===== src/rtl/uart_tx.sv =====
// Buffered UART transmitter: a small FIFO feeds an asynchronous-frame serialiser,
// LSB first, with optional parity and frame starts gated by a synchronised CTS#.
module uart_tx #(
    parameter int DATA_BITS  = 8,
    parameter int PARITY     = 0,
    parameter int STOP_BITS  = 1,
    parameter int CLK_HZ     = 12_000_000,
    parameter int BAUD_BPS   = 9600,
    parameter int BAUD_COUNT = CLK_HZ / BAUD_BPS,
    parameter int FIFO_DEPTH = 4
) (
    input  logic                          clk,
    input  logic                          resetn,
    input  logic [DATA_BITS-1:0]          in_data,
    input  logic                          in_valid,
    output logic                          in_ready,
    input  logic                          cts_n,
    output logic                          txd,
    output logic                          busy,
    output logic [$clog2(FIFO_DEPTH):0]   fifo_count
);

    localparam int PTR_W  = $clog2(FIFO_DEPTH);
    localparam int CNT_W  = PTR_W + 1;
    localparam int BAUD_W = $clog2(BAUD_COUNT);
    localparam int BIT_W  = $clog2(DATA_BITS);

    localparam logic [CNT_W-1:0]  FULL_CNT  = CNT_W'(FIFO_DEPTH);
    localparam logic [BAUD_W-1:0] BAUD_LAST = BAUD_W'(BAUD_COUNT - 1);
    localparam logic [BIT_W-1:0]  BIT_LAST  = BIT_W'(DATA_BITS - 1);
    localparam logic              STOP_LAST = (STOP_BITS == 2) ? 1'b1 : 1'b0;

    typedef enum logic [2:0] {
        S_IDLE,
        S_START,
        S_DATA,
        S_PARITY,
        S_STOP
    } state_t;

    // Odd parity makes the total count of ones (data + parity) odd.
    function automatic logic parity_of(input logic [DATA_BITS-1:0] d);
        if (PARITY == 1) begin
            return ~^d;
        end
        return ^d;
    endfunction

    logic                 cts_meta_p0;
    logic                 cts_sync;

    logic [DATA_BITS-1:0] mem [FIFO_DEPTH];
    logic [PTR_W-1:0]     wr_ptr;
    logic [PTR_W-1:0]     rd_ptr;
    logic [CNT_W-1:0]     count_next;
    logic                 push;
    logic                 pop;

    state_t               state;
    state_t               state_next;
    logic [DATA_BITS-1:0] shift;
    logic [DATA_BITS-1:0] shift_next;
    logic                 par_bit;
    logic                 par_next;
    logic [BAUD_W-1:0]    baud_cnt;
    logic [BAUD_W-1:0]    baud_next;
    logic [BIT_W-1:0]     bit_cnt;
    logic [BIT_W-1:0]     bit_next;
    logic                 stop_cnt;
    logic                 stop_next;
    logic                 txd_next;
    logic                 bit_end;
    logic                 can_start;

    always_ff @(posedge clk or negedge resetn) begin
        if (!resetn) begin
            cts_meta_p0 <= 1'b1;
            cts_sync    <= 1'b1;
        end else begin
            cts_meta_p0 <= cts_n;
            cts_sync    <= cts_meta_p0;
        end
    end

    assign push = in_valid & in_ready;

    always_comb begin
        count_next = fifo_count;
        if (push && !pop) begin
            count_next = fifo_count + 1'b1;
        end else if (pop && !push) begin
            count_next = fifo_count - 1'b1;
        end
    end

    // in_ready is a flop so the producer never sees a path through the FSM.
    always_ff @(posedge clk or negedge resetn) begin
        if (!resetn) begin
            wr_ptr     <= '0;
            rd_ptr     <= '0;
            fifo_count <= '0;
            in_ready   <= 1'b1;
        end else begin
            if (push) begin
                wr_ptr <= wr_ptr + 1'b1;
            end
            if (pop) begin
                rd_ptr <= rd_ptr + 1'b1;
            end
            fifo_count <= count_next;
            in_ready   <= (count_next != FULL_CNT);
        end
    end

    always_ff @(posedge clk) begin
        if (push) begin
            mem[wr_ptr] <= in_data;
        end
        shift   <= shift_next;
        par_bit <= par_next;
    end

    assign bit_end   = (baud_cnt == BAUD_LAST);
    assign can_start = (fifo_count != '0) && !cts_sync;
    assign busy      = (state != S_IDLE);

    always_comb begin
        state_next = state;
        shift_next = shift;
        par_next   = par_bit;
        baud_next  = baud_cnt;
        bit_next   = bit_cnt;
        stop_next  = stop_cnt;
        pop        = 1'b0;
        txd_next   = 1'b1;

        if (state != S_IDLE) begin
            baud_next = bit_end ? '0 : baud_cnt + 1'b1;
        end

        case (state)
            S_IDLE: begin
                if (can_start) begin
                    pop        = 1'b1;
                    shift_next = mem[rd_ptr];
                    par_next   = parity_of(mem[rd_ptr]);
                    baud_next  = '0;
                    state_next = S_START;
                end
            end
            S_START: begin
                if (bit_end) begin
                    bit_next   = '0;
                    state_next = S_DATA;
                end
            end
            S_DATA: begin
                if (bit_end) begin
                    if (bit_cnt == BIT_LAST) begin
                        stop_next  = 1'b0;
                        state_next = (PARITY != 0) ? S_PARITY : S_STOP;
                    end else begin
                        shift_next = shift >> 1;
                        bit_next   = bit_cnt + 1'b1;
                    end
                end
            end
            S_PARITY: begin
                if (bit_end) begin
                    stop_next  = 1'b0;
                    state_next = S_STOP;
                end
            end
            S_STOP: begin
                if (bit_end) begin
                    if (stop_cnt != STOP_LAST) begin
                        stop_next = 1'b1;
                    end else if (can_start) begin
                        // Chain straight into the next start bit with no idle cycle.
                        pop        = 1'b1;
                        shift_next = mem[rd_ptr];
                        par_next   = parity_of(mem[rd_ptr]);
                        baud_next  = '0;
                        state_next = S_START;
                    end else begin
                        state_next = S_IDLE;
                    end
                end
            end
            default: state_next = S_IDLE;
        endcase

        case (state_next)
            S_START:  txd_next = 1'b0;
            S_DATA:   txd_next = shift_next[0];
            S_PARITY: txd_next = par_next;
            default:  txd_next = 1'b1;
        endcase
    end

    always_ff @(posedge clk or negedge resetn) begin
        if (!resetn) begin
            state    <= S_IDLE;
            baud_cnt <= '0;
            bit_cnt  <= '0;
            stop_cnt <= 1'b0;
            txd      <= 1'b1;
        end else begin
            state    <= state_next;
            baud_cnt <= baud_next;
            bit_cnt  <= bit_next;
            stop_cnt <= stop_next;
            txd      <= txd_next;
        end
    end

endmodule


===== config.mk =====
export PLATFORM = sky130hd
export DESIGN_NAME = uart_tx
export DESIGN_NICKNAME = d
export VERILOG_FILES = /design/src/rtl/uart_tx.sv
export SDC_FILE = /design/constraint.sdc
export NUM_CORES = 1
export LEC_CHECK = 0
export CORE_MARGIN = 4
export CORE_UTILIZATION = 50
export CTS_CLUSTER_DIAMETER = 100
export DETAILED_ROUTE_END_ITERATION = 8
export PLACE_DENSITY_LB_ADDON = 0.25
export SYNTH_ARGS = -nofsm -noshare
export SYNTH_HDL_FRONTEND = slang
export SYNTH_SLANG_ARGS = --single-unit

===== constraint.sdc =====
create_clock -name clk -period 2.6 [get_ports clk]
set_input_delay 0.52 -clock clk [delete_from_list [all_inputs] [get_ports clk]]
set_output_delay 0.52 -clock clk [all_outputs]
set_load 0.03 [all_outputs]

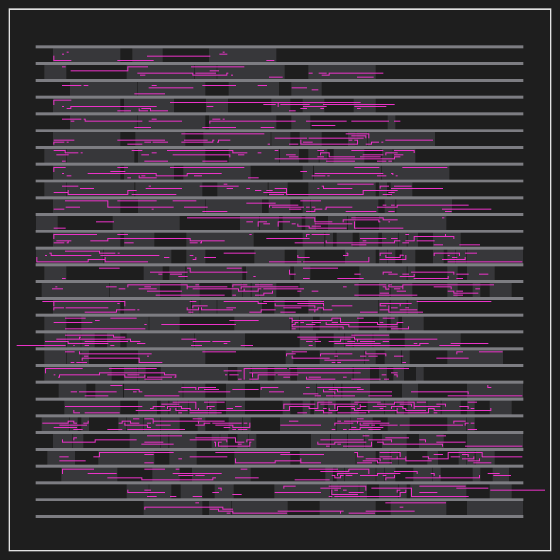
Fig. 1. M1 wires.
Supply wires on this layer in gray.
The layer holds 48% of the routed length. The layer carries 2630 um of wire.
vias: 1927
global routing usage on met1: 22.41%
final wirelength: 5.468 mm

==> job_summary.md <==
## PnR job results

| Metric | Value |
|---|---|
| Worst Path Arrival | `2600 ps` |
| Routability cong. | `0.7882` |
| Non-CTS inverters | `11` |
| Layout buffering overhead excluding clock cells | `7.039%` |
| Synth top cell by count | `edfxtp_1` |
| Count of library flops with an enable pin | `39` |
| CTS tree | `yes` |
| Final WS setup | `180.8 ps` |
| Met2 routed WL | `2.560 mm` |
| Inst Count DP | `342` |
| Final Hold Viols | `0` |
| Synth unique cells | `43` |
| Yosys simple share | `12.09%` |
| Outcome | `completed` |
| DRT iter0 DRCs | `116` |
| DRC | `0` |
| Syn Std Cell Area | `3166 sq um` |
| Worst clock skew | `about 9.1 ps` |
| Hold Path Stages | `0` |
| Hold Crit Start | `cts_meta_p0` |
| Metal3 WL | `168 um` |
| Final Max Slew Viols | `0` |
| Maximum fanout along the worst path | `7` |
| Mapped Cells | `247` |
| Setup crit end kind | `register` |
| Peak supply drop | `592.4 uV` |
| Initial Utilization | `52.53%` |
| Worst Hold End | `cts_sync` |
| Yosys adder share | `between 4 and 5%` |
| Critical Path Source | `baud_cnt[0]` |
| Die Y-Extent | `87.57 um` |
| Logic share of the area | `around a third` |
| Max-Cap Viols | `0` |
| Met3 Track Usage GR | `between 3 and 4%` |
| Post-Synth AOI/OAI Area | `under 10%` |
| Syn nets | `approximately 270` |
| Hold buffer count at CTS | `0` |
| DIE AREA | `7669 sq um` |
| Top flop regs | `mem (32), baud_cnt (11), shift (8)` |
| Grt met2 use | `between 20% and 30%` |
| Power Total | `roughly 2.9 mW` |
| Cell count in the Yosys report | `roughly 250` |
| Cell area after layout | `3697 sq um` |
| Top cell excl fill/tap | `edfxtp_1` |
| Fmax | `about 0.41 GHz` |
| Layout Cells excl Fill | `around 360` |
| PwrDens | `772.5 nW/um^2` |
| Leading cell kind | `registers` |
| CTS Buf Count | `9` |
| RR Endpoint | `shift[5]` |
| Most area-consuming cells after synthesis | `edfxtp_1 (37%), dfrtp_1 (19%), mux4_2 (5.7%)` |
| Root buffer cell | `clkbuf_8` |
| Uppermost layer routed | `met4` |
| Standard-cell row count | `28` |
| Mean Syn Cell Area | `12.82 sq um` |
| Yosys warning total | `0` |
| Top-area cell share | `37.00%` |
| Final Hold Slack | `360.4 ps` |
| Dpl ws | `approximately 120 ps` |
| Clock network area share | `5.550%` |
| Reg-to-reg slack, setup | `180 ps` |
| Main logic family | `simple AND/OR/NAND/NOR gates` |
| Clk pin slew, worst setup/hold paths | `about 80 ps` |
| Sequential share of cell area | `51.84%` |
| Period utilization | `93.04%` |
| Leakage | `1.455 nW` |
| Layout clock buffer count | `9` |
| RSZ-0062 raised after global routing | `no` |
| Initial antenna violation count | `0` |
| Pre-antenna DRT Iters | `4` |
| Final antenna-violating net count | `0` |
| N_taps | `approximately 75` |
| Flops after synth | `about 70` |
| Synth top cells by count | `edfxtp_1 (39), nor2_1 (27), dfrtp_1 (24), nand2_1 (23), xnor2_1 (15)` |
| Number of global-route vias before repair | `1970` |
| GRT overflow | `0` |
| Dpl hpwl | `3.685 mm` |
| Largest register FFs | `32` |
| Met1 wire length | `roughly 2.6 mm` |
| GR Util All Layers | `16.44%` |
| PortBufs | `17` |
| Main synth FF type | `edfxtp_1` |
| I/O pin cnt | `18` |
| Top cells excl fill/tap | `edfxtp_1 (39), nor2_1 (27), dfrtp_1 (24)` |
| Yosys stat area | `3166 sq um` |
| H-tree levels | `3` |
| Vias per inst | `5.368` |
| WS Path Type | `register to register` |
| Synth-to-Final Area Change | `16.80%` |
| Synth async-reset ratio | `40.58%` |
| Logic cell area | `about 1200 sq um` |
| XOR Share, Synth | `6.087%` |
| Clock Tree Buf Depth | `2` |
| Setup TNS Final | `0 ps` |
| Worst Tran Pin Value | `513.7 ps` |
| Core ar. | `6026 sq um` |
| Largest Register | `mem` |
| Die X | `87.57 um` |
| Startpoint types | `register` |
| CTS Sinks | `69` |
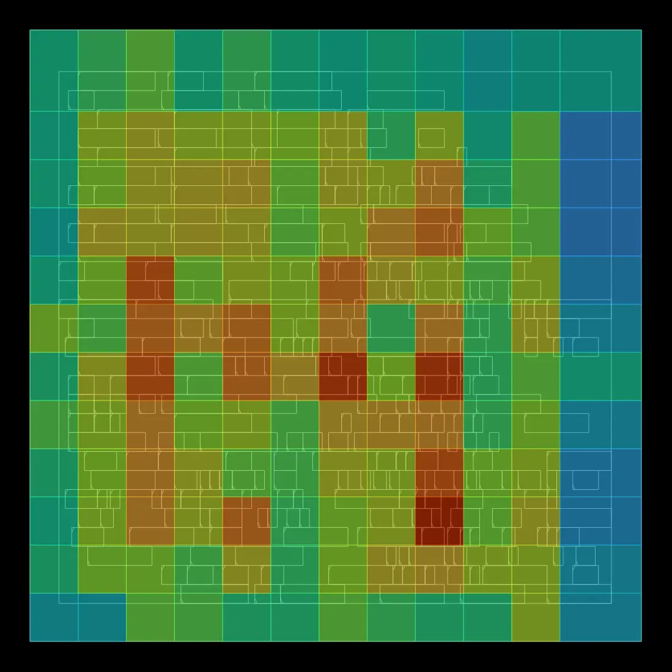
Fig. 2. Routing congestion map.
GRT busiest layer: met2
drt wl/cell: 15.23 um

[cell families after synthesis]
group                      Yosys count
buffers and inverters               19
DFF                                 69
AOI/OAI and AO/OA                   31
and+or+nand+nor                     79
muxes                               16
xor gates and xnor gates            22
adders and majority gates           11
[worst max-delay path, cell delays in order (launching register included)]
cell and delay (ps):
dfrtp_1 420, ha_1 170, or4b_1 460, or3_4 430
buf_4 180, nor4_4 250, buf_4 200, nand2_1 50
o21ai_0 80
[where the power goes]
group | internal, mW | switching [mW]
clock | 0.456 | 0.456
combinational | 0.248 | 0.316
sequential | 1.31 | 0.0716
total | 2.01 | 0.843
[repair_timing]
item / in CTS / in global routing
buffers inserted: 0 / 1
resized: 0 / 4
setup endpoints to repair: 0 / 18
Power and IR drop assume default switching activity.
